Design hsp_writer, sky130hd; sources not shown.
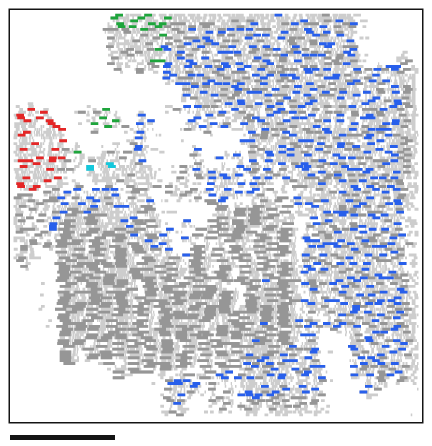
(where the registers sit)
Bar = 100 um. Other sequential cells in the stronger gray, the rest of the logic in the fainter gray.
netlist name	color	placed flops
fifoCount	cyan	4
lineReg	blue	512
ddr_wr_addr	green	23
recordCount	red	32
not colored	1,066
Seq area share: 0.459
total area of sequential cells: 37,900 um2
Layout Utilization: 0.558
Sequential Power: 18.6 mW

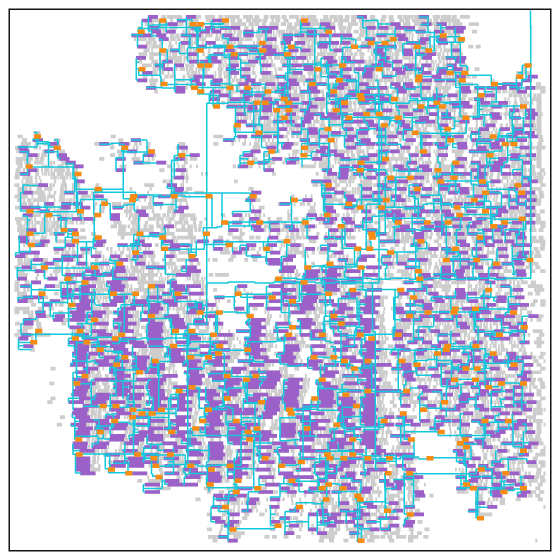
(clock distribution)
[flip-flops] purple | count: 1,637
[clock-net drivers] orange | count: 352
[clock wires] cyan | length: 21.5 mm
flops lie	widely spread
routed clock nets	353
power drawn by the clock network: 17.7 mW
relative contribution of the clock network to total power: 0.298

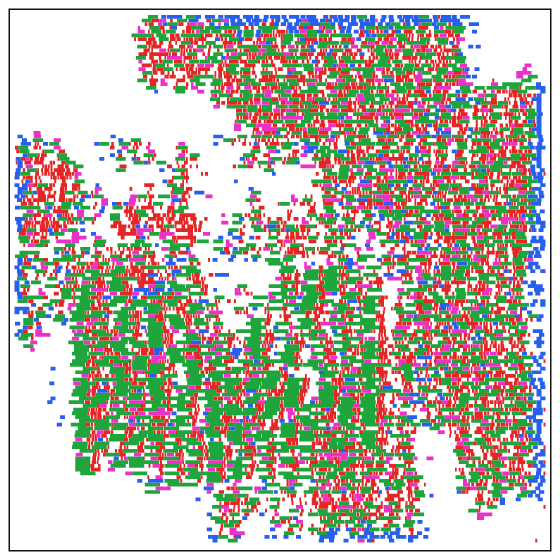
(cells colored by class)
class	color	cells	share of their area
remaining buffers and delay cells	blue	746	9.7%
clock drivers and dummy loads	magenta	622	9.9%
registers	green	1,637	47%
remaining logic cells	red	6,067	33%
Std-Cell Core Area: 148,000 um2
final std cell area, no fill: 82,600 um2

==> Flow_metrics.wiki <==
== Flow metrics ==
{| class="wikitable"
! Metric !! Value
|-
| Type of the most critical hold path || input port to register
|-
| Cell mode on critical path || sky130_fd_sc_hd__nand2_1
|-
| Final worst-path cycle share || 0.745
|-
| Num sequential || 1,637
|-
| Cell depth of the worst flop-to-flop path || 9
|-
| Largest class || registers
|-
| Multi-input combinational area share || 0.292
|-
| Cells along the critical path || inv_4 -> nand3_1 -> nand2_1 -> nand2_1 -> nand2_1 -> nand4_1 -> nand2_1 -> nand2_1 -> a21oi_1
|-
| Library cell with the highest instance count after synthesis || sky130_fd_sc_hd__nand2_1
|-
| Cells taking the most area after synthesis || sky130_fd_sc_hd__dfxtp_1 (34%), sky130_fd_sc_hd__edfxtp_1 (23%), sky130_fd_sc_hd__nand2_1 (12%)
|-
| Commonest Layout Cell || sky130_fd_sc_hd__nand2_1
|-
| Classification of the worst setup path || register to register
|-
| Transition time at the pin with the least slew margin || 1.26 ns
|-
| Area post-placement || 74,600 um2
|-
| Number of DRC violations after detailed routing || 0
|-
| Die height || between 300 and 400 um
|-
| Fillcell total || roughly 13,000
|-
| Number of placed instances, taps included || ~10,000
|-
| GRT overflow || 0
|-
| Maximum cell stage delay along the critical path || ~0.95 ns
|-
| GRT met3 Usage || 0.104
|-
| Number of antenna cells inserted || 28
|-
| Largest fanout on the critical path || approximately 85
|-
| Number of failing setup endpoints in the final timing report || 0
|-
| Share of synthesized cell area in and-or and or-and compound cells || 0.0966
|-
| Post-synth top area cell || sky130_fd_sc_hd__dfxtp_1
|-
| Unrepaired setup endpoints after global routing || false
|-
| Run status || completed
|-
| Standard cell with the maximum stage delay on the critical path || sky130_fd_sc_hd__nand2_1
|-
| Die outline width || 393 um
|-
| CP Data Required Time || 5.49 ns
|-
| CTS Sinks || between 1,500 and 2,000
|-
| Maximum number of pins on one net before global-route repair || ~180
|-
| Static leakage || 33.2 nW
|-
| Wire length of the first global-routing pass || around 350 mm
|-
| Post-DR vias/cell || approximately 5.4
|-
| Row cnt || between 100 and 150
|-
| Detailed Place HPWL || roughly 150 mm
|-
| Port Buffers || approximately 640
|-
| Number of detailed-route iterations in the first pass || 6
|-
| Deepest clock path buffer count || 4
|-
| Flop2flop setup slack || 1.17 ns
|-
| Slew Limit Headroom || 0.157
|-
| Avg WL per Cell || between 20 and 25 um
|-
| Detail Route Antenna Nets || 0
|-
| Area share of the largest cell type after synthesis || 0.335
|-
| GRT busiest layer || met2
|-
| Wire length after detailed routing || about 240 mm
|-
| Amount of wire on met2 after detailed routing || 101 mm
|-
| Number of logic gates || 5,457
|-
| Worst vdd ir || about 0.6 mV
|-
| Commonest non-fill, non-tap cells in the layout || sky130_fd_sc_hd__nand2_1 (2,135), sky130_fd_sc_hd__nor2_1 (1,511), sky130_fd_sc_hd__dfxtp_1 (1,121), sky130_fd_sc_hd__clkdlybuf4s50_1 (638), sky130_fd_sc_hd__inv_1 (595)
|-
| Number of non-filler instances in the completed layout || ~11,000
|-
| Final hold viol count || 0
|-
| Tool Warnings || slightly above 80
|-
| Netlist Area Pre-Place || a little under 70,000 um2
|-
| Share of flip-flops with an asynchronous set or reset || 0
|-
| Dominant register cell in the synthesized netlist || sky130_fd_sc_hd__dfxtp_1
|-
| Fmax achieved || between 0.2 and 0.3 GHz
|-
| Met2 Track Usage GR || 0.429
|-
| CTS hold repair buffers || 0
|}
## per-stage QoR
stage,utilization,power [mW],hold WS [ns]
global route,0.558,61.6,0.384
floorplan,-,32.5,0.433
finish,0.558,59.3,0.403
CTS,0.558,59.1,0.317
detailed placement,0.504,41.4,0.443
global placement,0.504,41.0,0.441
## report_power, final
part	internal, mW	switching [mW]
Sequential	17.2	1.40
Clock	11.0	6.72
Combinational	5.62	17.4
## cell families after synthesis
kind of cell | Yosys count
buffers and inverters | 1211
DFF | 1637
AOI/OAI and AO/OA | 1143
adders and majority gates | 14
and+or+nand+nor | 4278
other | 1
xor gates and xnor gates | 13
## worst max-delay path, delay by kind of cell (launching register included)
family | cells | cell delay (ns)
simple gates | 7 | 2.00
buf+inv | 1 | 0.80
flops | 1 | 0.36
compound gates | 1 | 0.13
Power and IR drop assume default switching activity.
